--- src/rtl/vga_timing_pkg.sv ---
//------------------------------------------------------------------------------
// Module  : vga_timing_pkg
// Purpose : Default 640x480@60 raster timing constants, coordinate width and
//           the coordinate type shared by the VGA timing generator files.
// Ports   : none (package)
// Rev     : 1.0  initial release
//------------------------------------------------------------------------------
`default_nettype none

package vga_timing_pkg;

  localparam int COORD_W = 10;
  typedef logic [COORD_W-1:0] coord_t;

  localparam int H_VISIBLE_DEF = 640;
  localparam int H_FP_DEF      = 16;
  localparam int H_SYNC_DEF    = 96;
  localparam int H_BP_DEF      = 48;
  localparam int H_TOTAL_DEF   = H_VISIBLE_DEF + H_FP_DEF + H_SYNC_DEF + H_BP_DEF;

  localparam int V_VISIBLE_DEF = 480;
  localparam int V_FP_DEF      = 10;
  localparam int V_SYNC_DEF    = 2;
  localparam int V_BP_DEF      = 33;
  localparam int V_TOTAL_DEF   = V_VISIBLE_DEF + V_FP_DEF + V_SYNC_DEF + V_BP_DEF;

  localparam int PIPE_DLY_DEF  = 2;

  // Width of one colour bar of the bring-up test pattern.
  localparam int BAR_PIX       = 80;

endpackage

`default_nettype wire

--- src/rtl/vga_sync_delay.sv ---
//------------------------------------------------------------------------------
// Module  : vga_sync_delay
// Purpose : Fixed-depth shift register that delays a bundle of sync/enable
//           bits so they line up with a downstream pixel pipeline.
// Ports   : clk_i   - clock
//           rst_i   - asynchronous active-high reset, loads RST_VAL
//           d_i     - bundle input
//           q_o     - bundle delayed by DEPTH cycles (DEPTH=0: pass-through)
// Rev     : 1.0  initial release
//------------------------------------------------------------------------------
`default_nettype none

module vga_sync_delay #(
  parameter int               WIDTH   = 3,
  parameter int               DEPTH   = 2,
  parameter logic [WIDTH-1:0] RST_VAL = '0
) (
  input  logic             clk_i,
  input  logic             rst_i,
  input  logic [WIDTH-1:0] d_i,
  output logic [WIDTH-1:0] q_o
);

  generate
    if (DEPTH == 0) begin : g_pass
      assign q_o = d_i;
    end else begin : g_shift
      logic [WIDTH-1:0] stage_q [DEPTH];

      // Every stage resets to the inactive value so the first DEPTH cycles
      // after reset present an idle display rather than stale sync.
      always_ff @(posedge clk_i or posedge rst_i) begin
        if (rst_i) begin
          for (int i = 0; i < DEPTH; i++) begin
            stage_q[i] <= RST_VAL;
          end
        end else begin
          stage_q[0] <= d_i;
          for (int i = 1; i < DEPTH; i++) begin
            stage_q[i] <= stage_q[i-1];
          end
        end
      end

      assign q_o = stage_q[DEPTH-1];
    end
  endgenerate

endmodule

`default_nettype wire

--- src/rtl/vga_timing_gen.sv ---
//------------------------------------------------------------------------------
// Module  : vga_timing_gen
// Purpose : 640x480@60 raster timing source. Produces DrawX/DrawY, display
//           enable, active-low HS/VS, pipeline-delayed copies of the syncs,
//           a frame-start pulse and an 8-bit frame counter.
// Ports   : vga_clk      - pixel clock
//           reset        - asynchronous active-high reset
//           DrawX/DrawY  - current column / line
//           blank/hs/vs  - enable and syncs aligned with DrawX/DrawY
//           blank_d/hs_d/vs_d - same, delayed PIPE_DLY cycles
//           frame_start  - one-cycle pulse when the raster wraps to (0,0)
//           frame_count  - frames since reset, modulo 256
//           pat_red/pat_green/pat_blue - 8-bar test pattern aligned with
//                          blank_d (only when VGA_TIMING_PATTERN_EN is defined)
// Config  : `define VGA_TIMING_PATTERN_EN adds the colour-bar pattern outputs.
// Rev     : 1.0  initial release
//------------------------------------------------------------------------------
`default_nettype none

module vga_timing_gen
  import vga_timing_pkg::*;
#(
  parameter int H_VISIBLE = H_VISIBLE_DEF,
  parameter int H_FP      = H_FP_DEF,
  parameter int H_SYNC    = H_SYNC_DEF,
  parameter int H_BP      = H_BP_DEF,
  parameter int V_VISIBLE = V_VISIBLE_DEF,
  parameter int V_FP      = V_FP_DEF,
  parameter int V_SYNC    = V_SYNC_DEF,
  parameter int V_BP      = V_BP_DEF,
  parameter int PIPE_DLY  = PIPE_DLY_DEF
) (
  input  logic       vga_clk,
  input  logic       reset,
  output logic [9:0] DrawX,
  output logic [9:0] DrawY,
  output logic       blank,
  output logic       hs,
  output logic       vs,
  output logic       blank_d,
  output logic       hs_d,
  output logic       vs_d,
  output logic       frame_start,
  output logic [7:0] frame_count
`ifdef VGA_TIMING_PATTERN_EN
  ,
  output logic [3:0] pat_red,
  output logic [3:0] pat_green,
  output logic [3:0] pat_blue
`endif
);

  localparam int H_TOTAL = H_VISIBLE + H_FP + H_SYNC + H_BP;
  localparam int V_TOTAL = V_VISIBLE + V_FP + V_SYNC + V_BP;

  localparam coord_t C_H_LAST   = coord_t'(H_TOTAL - 1);
  localparam coord_t C_V_LAST   = coord_t'(V_TOTAL - 1);
  localparam coord_t C_H_VIS    = coord_t'(H_VISIBLE);
  localparam coord_t C_V_VIS    = coord_t'(V_VISIBLE);
  localparam coord_t C_HS_START = coord_t'(H_VISIBLE + H_FP);
  localparam coord_t C_HS_END   = coord_t'(H_VISIBLE + H_FP + H_SYNC);
  localparam coord_t C_VS_START = coord_t'(V_VISIBLE + V_FP);
  localparam coord_t C_VS_END   = coord_t'(V_VISIBLE + V_FP + V_SYNC);

  coord_t     x_q, y_q, x_d, y_d;
  logic       vis_q, hsync_q, vsync_q;
  logic       vis_d, hsync_d, vsync_d, wrap_d;
  logic       fstart_q;
  logic [7:0] fcount_q;

  // Next raster position; outputs below are derived from it so that the
  // registered syncs describe the same pixel as the registered counters.
  always_comb begin
    x_d    = x_q + 10'd1;
    y_d    = y_q;
    wrap_d = 1'b0;
    if (x_q == C_H_LAST) begin
      x_d = '0;
      if (y_q == C_V_LAST) begin
        y_d    = '0;
        wrap_d = 1'b1;
      end else begin
        y_d = y_q + 10'd1;
      end
    end
  end

  always_comb begin
    vis_d   = (x_d < C_H_VIS) && (y_d < C_V_VIS);
    hsync_d = !((x_d >= C_HS_START) && (x_d < C_HS_END));
    vsync_d = !((y_d >= C_VS_START) && (y_d < C_VS_END));
  end

  always_ff @(posedge vga_clk or posedge reset) begin
    if (reset) begin
      x_q      <= '0;
      y_q      <= '0;
      vis_q    <= 1'b0;
      hsync_q  <= 1'b1;
      vsync_q  <= 1'b1;
      fstart_q <= 1'b0;
      fcount_q <= 8'd0;
    end else begin
      x_q      <= x_d;
      y_q      <= y_d;
      vis_q    <= vis_d;
      hsync_q  <= hsync_d;
      vsync_q  <= vsync_d;
      // (0,0) is only reached through a wrap once out of reset, so the
      // reset-entry origin never raises the pulse.
      fstart_q <= wrap_d;
      if (wrap_d) begin
        fcount_q <= fcount_q + 8'd1;
      end
    end
  end

  assign DrawX       = x_q;
  assign DrawY       = y_q;
  assign blank       = vis_q;
  assign hs          = hsync_q;
  assign vs          = vsync_q;
  assign frame_start = fstart_q;
  assign frame_count = fcount_q;

`ifdef VGA_TIMING_PATTERN_EN
  // Pattern colour bits ride in the same delay line as the syncs so they stay
  // aligned with blank_d; they are already zero whenever blank is zero.
  localparam int               BUNDLE_W   = 6;
  localparam logic [BUNDLE_W-1:0] BUNDLE_RST = 6'b011_000;
  localparam coord_t           C_BAR      = coord_t'(BAR_PIX);

  logic [2:0] rgb_d, rgb_q;

  always_comb begin
    rgb_d = 3'b000;
    if (vis_d) begin
      rgb_d = 3'(x_d / C_BAR);
    end
  end

  always_ff @(posedge vga_clk or posedge reset) begin
    if (reset) begin
      rgb_q <= 3'b000;
    end else begin
      rgb_q <= rgb_d;
    end
  end

  logic [BUNDLE_W-1:0] bundle_in, bundle_out;
  assign bundle_in = {vis_q, hsync_q, vsync_q, rgb_q};
  assign pat_red   = {4{bundle_out[0]}};
  assign pat_green = {4{bundle_out[1]}};
  assign pat_blue  = {4{bundle_out[2]}};
`else
  localparam int               BUNDLE_W   = 3;
  localparam logic [BUNDLE_W-1:0] BUNDLE_RST = 3'b011;

  logic [BUNDLE_W-1:0] bundle_in, bundle_out;
  assign bundle_in = {vis_q, hsync_q, vsync_q};
`endif

  vga_sync_delay #(
    .WIDTH   (BUNDLE_W),
    .DEPTH   (PIPE_DLY),
    .RST_VAL (BUNDLE_RST)
  ) u_sync_delay (
    .clk_i (vga_clk),
    .rst_i (reset),
    .d_i   (bundle_in),
    .q_o   (bundle_out)
  );

  assign blank_d = bundle_out[BUNDLE_W-1];
  assign hs_d    = bundle_out[BUNDLE_W-2];
  assign vs_d    = bundle_out[BUNDLE_W-3];

endmodule

`default_nettype wire

--- config.mk ---
export PLATFORM = sky130hd
export DESIGN_NAME = vga_timing_gen
export DESIGN_NICKNAME = d
export VERILOG_FILES = /design/src/rtl/vga_timing_pkg.sv /design/src/rtl/vga_sync_delay.sv /design/src/rtl/vga_timing_gen.sv
export SDC_FILE = /design/constraint.sdc
export NUM_CORES = 1
export LEC_CHECK = 0
export CORE_ASPECT_RATIO = 1.4
export CORE_MARGIN = 5
export CORE_UTILIZATION = 30
export DETAILED_ROUTE_END_ITERATION = 7
export PLACE_DENSITY_LB_ADDON = 0.05
export SYNTH_ARGS = -nofsm -noshare
export SYNTH_HDL_FRONTEND = slang
export SYNTH_HIERARCHICAL = 1
export SYNTH_SLANG_ARGS = --single-unit
--- constraint.sdc ---
create_clock -name vga_clk -period 5.3 [get_ports vga_clk]
set_input_delay 0.795 -clock vga_clk [delete_from_list [all_inputs] [get_ports vga_clk]]
set_output_delay 0.795 -clock vga_clk [all_outputs]
set_load 0.005 [all_outputs]
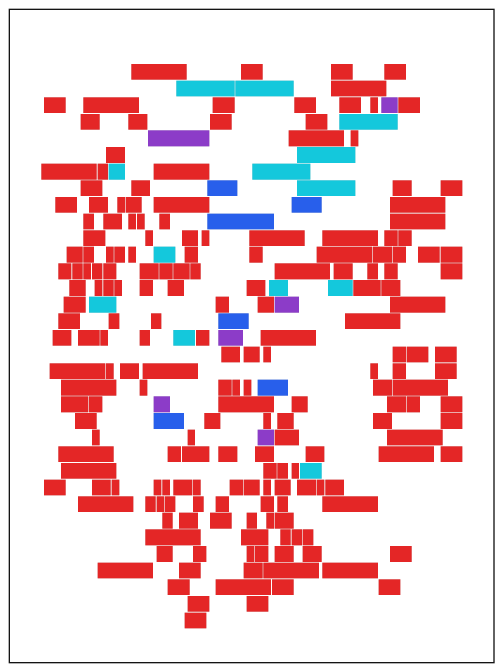
run_1/drive_strength.png
| color | size | cells |
|---|---|---|
| blue | drive 6 and up | 6 |
| cyan | drive 2 | 13 |
| purple | drive 3 to 4 | 6 |
| red | drive 1 or less | 197 |
Design Area, Final: 2480 sq um
Final WS setup: 2.73 ns
number of non-clock buffers in the layout: 37
Syn-to-layout area delta: 23.7%

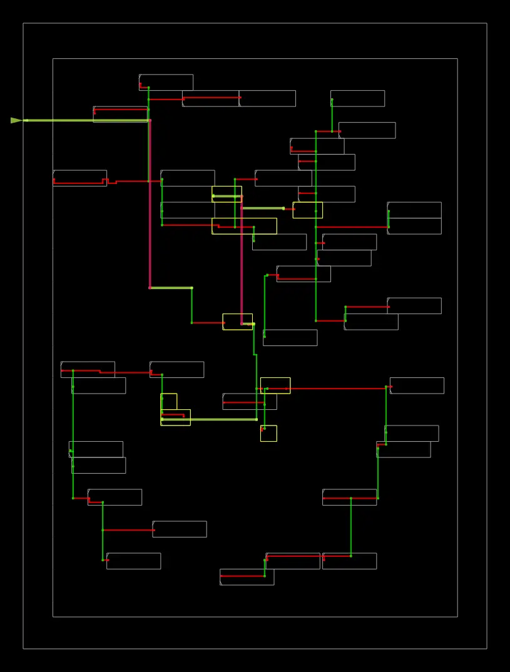
run_1/final_clocks.png
clkbuf count: 5
sequential cell count: 38
CTS Buf Count: 5
Clock Skew: 0.00701 ns
CTS sink count: 38

==> flow_summary.toml, run 1 <==
# physical design summary
[outcome]
status = "finished, final reports clean"

[die]
initCoreUtil_pct = 30.5
rows = 35
fp.coreArea_sq_um = 6570

[yosys]
ys_seq_share_pct = 47.8
topCellsByArea = "dfrtp_1, dfstp_2, xnor2_1"
netlist_top_cells_count = "dfrtp_1, nand2_1, nor2_1, xnor2_1, o21ai_0"
yosysWarnings = 6
syn-num-nets = 196
synth_top_area_share_pct = 40.0
aoi_share_pct = 11.7
top_cell = "dfrtp_1"

[critical_path]
cp-end-kind = "flop"
criticalPathCategory = "reg -> reg"
critPathSlowestCell = "and2_1"
timing.rr.start = "DrawX[0]$_DFF_PP0_"
r2r_slack_ns = 2.73
cp.depth = 5
reg2reg_depth = 5
cp.buffers_inverters = 0
path_max_fanout = 12

[place]
port-buffer-count = 36

[route]
drtAntennaViolNets = 0
drt-initial-drc-count = 37
vias_per_cell = 5.18
wl_met3_microns = 202

[clock_network]
cts_resized = 0
ctsHoldBuffers = 0

[final_layout]
final-clk-cell-share_pct = 4.60
comb_share_pct = 37.1
final_cells = 296
nets = 227
nMultiInputCombCells = 132
antenna_cells = 0

[timing]
slew_violations = 0
slew_headroom_pct = 62.5

[global_route]
use_met1_pct = 14.7
met2_usage_pct = 21.5
grt_pass1_wl_microns = 8380

[min_path]
hold_start = "u_sync_delay/g_shift.stage_q[3]$_DFF_PP1_"
hold_class = "reg -> reg"

[power_and_ir_drop]
p_seq_uw = 290
p_int_uw = 431
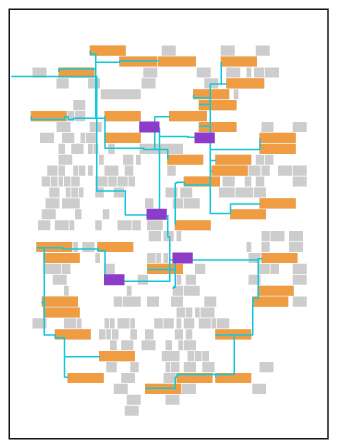
run_1/clock_map.png
[cyan] clock wires | length: 527 microns
[purple] cells driving clock nets | count: 5
[orange] flip-flops | count: 38
flops lie: all over the die
clock share of power: 45.3%
Late-Pin Clk Latency: 0.29 ns
Clk power: 246 uW

--- run 2 (diff from run 1) ---
- clock period: 5.3 -> 2.5 ns (I/O delays scaled with it)
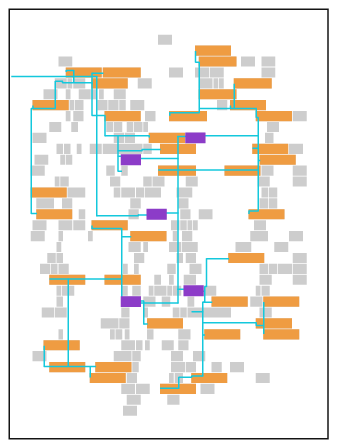
run_2/clock_map.png
[purple] cells driving clock nets | count: 5
[cyan] clock wires | length: 556 microns
[orange] flip-flops | count: 38
flops lie: all over the die
Clock Skew: 0.00783 ns
Clk power: 521 uW

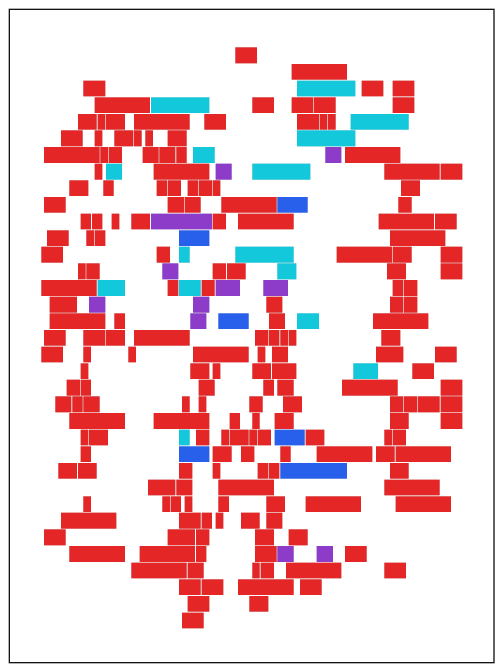
run_2/drive_strength.png
| color | size | cells |
|---|---|---|
| cyan | drive 2 | 15 |
| red | drive 1 or less | 197 |
| purple | drive 3 to 4 | 11 |
| blue | drive 6 and up | 6 |
Final WS setup: 0.283 ns
Design Area, Final: 2520 sq um
number of non-clock buffers in the layout: 44
Syn-to-layout area delta: 26.0%

==> flow_summary.toml, run 2 <==
# physical design summary
[critical_path]
cp.depth = 5
critPathSlowestCell = "or4_4"
r2r_slack_ns = 0.28
reg2reg_depth = 5
timing.rr.start = "DrawX[7]$_DFF_PP0_"
path_max_fanout = 8
worstPathCellList = "nand4bb_4 > or4_4 > or4_4 > a21oi_2 > nor4_1"
criticalPathCategory = "reg -> reg"
cp.buffers_inverters = 0

[final_layout]
nMultiInputCombCells = 132
final_cells = 303
nets = 234
final-clk-cell-share_pct = 4.31
antenna_cells = 0
flops = 38
comb_share_pct = 36.4
nClkBuffers = 5
largest_class = "flip-flops and latches"

[die]
fp.coreArea_sq_um = 6570
rows = 35
initCoreUtil_pct = 30.5

[yosys]
ys_top_logic_family = "simple AND/OR/NAND/NOR gates"
top_cell = "dfrtp_1"
yosysWarnings = 6
synth_top_area_share_pct = 40.0
netlist_top_cells_count = "dfrtp_1, nand2_1, nor2_1, xnor2_1, o21ai_0"
syn-num-nets = 196
aoi_share_pct = 11.7
topCellsByArea = "dfrtp_1, dfstp_2, xnor2_1"
ys_seq_share_pct = 47.8
avgSynthCellArea_sq_um = 10.5

[outcome]
status = "finished, final reports clean"

[global_route]
use_met1_pct = 13.3
grt_pass1_wl_microns = 8420
met2_usage_pct = 24.3
globalRouteOverflowTotal = 0

[route]
vias_per_cell = 5.30
drcViolationCount = 0
wl_met3_microns = 192
drtAntennaViolNets = 0
drt-initial-drc-count = 47

[power_and_ir_drop]
pwr-share-clk_pct = 45.3
top_power_group = "registers"
p_int_uw = 911
comb-power_uw = 15.3
p_seq_uw = 615

[timing]
fmax_mhz = 451
slew_violations = 0
slew_headroom_pct = 66.5

[clock_network]
cts_buffers = 5
cts_resized = 0
ctsHoldBuffers = 0
clock_latency_ns = 0.29

[min_path]
hold_class = "in -> async"

[place]
port-buffer-count = 36
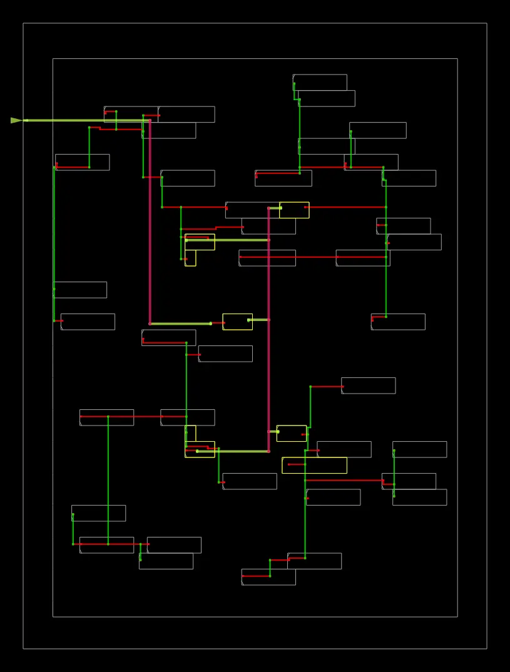
run_2/final_clocks.png

Power is estimated from default activity; no workload was simulated.
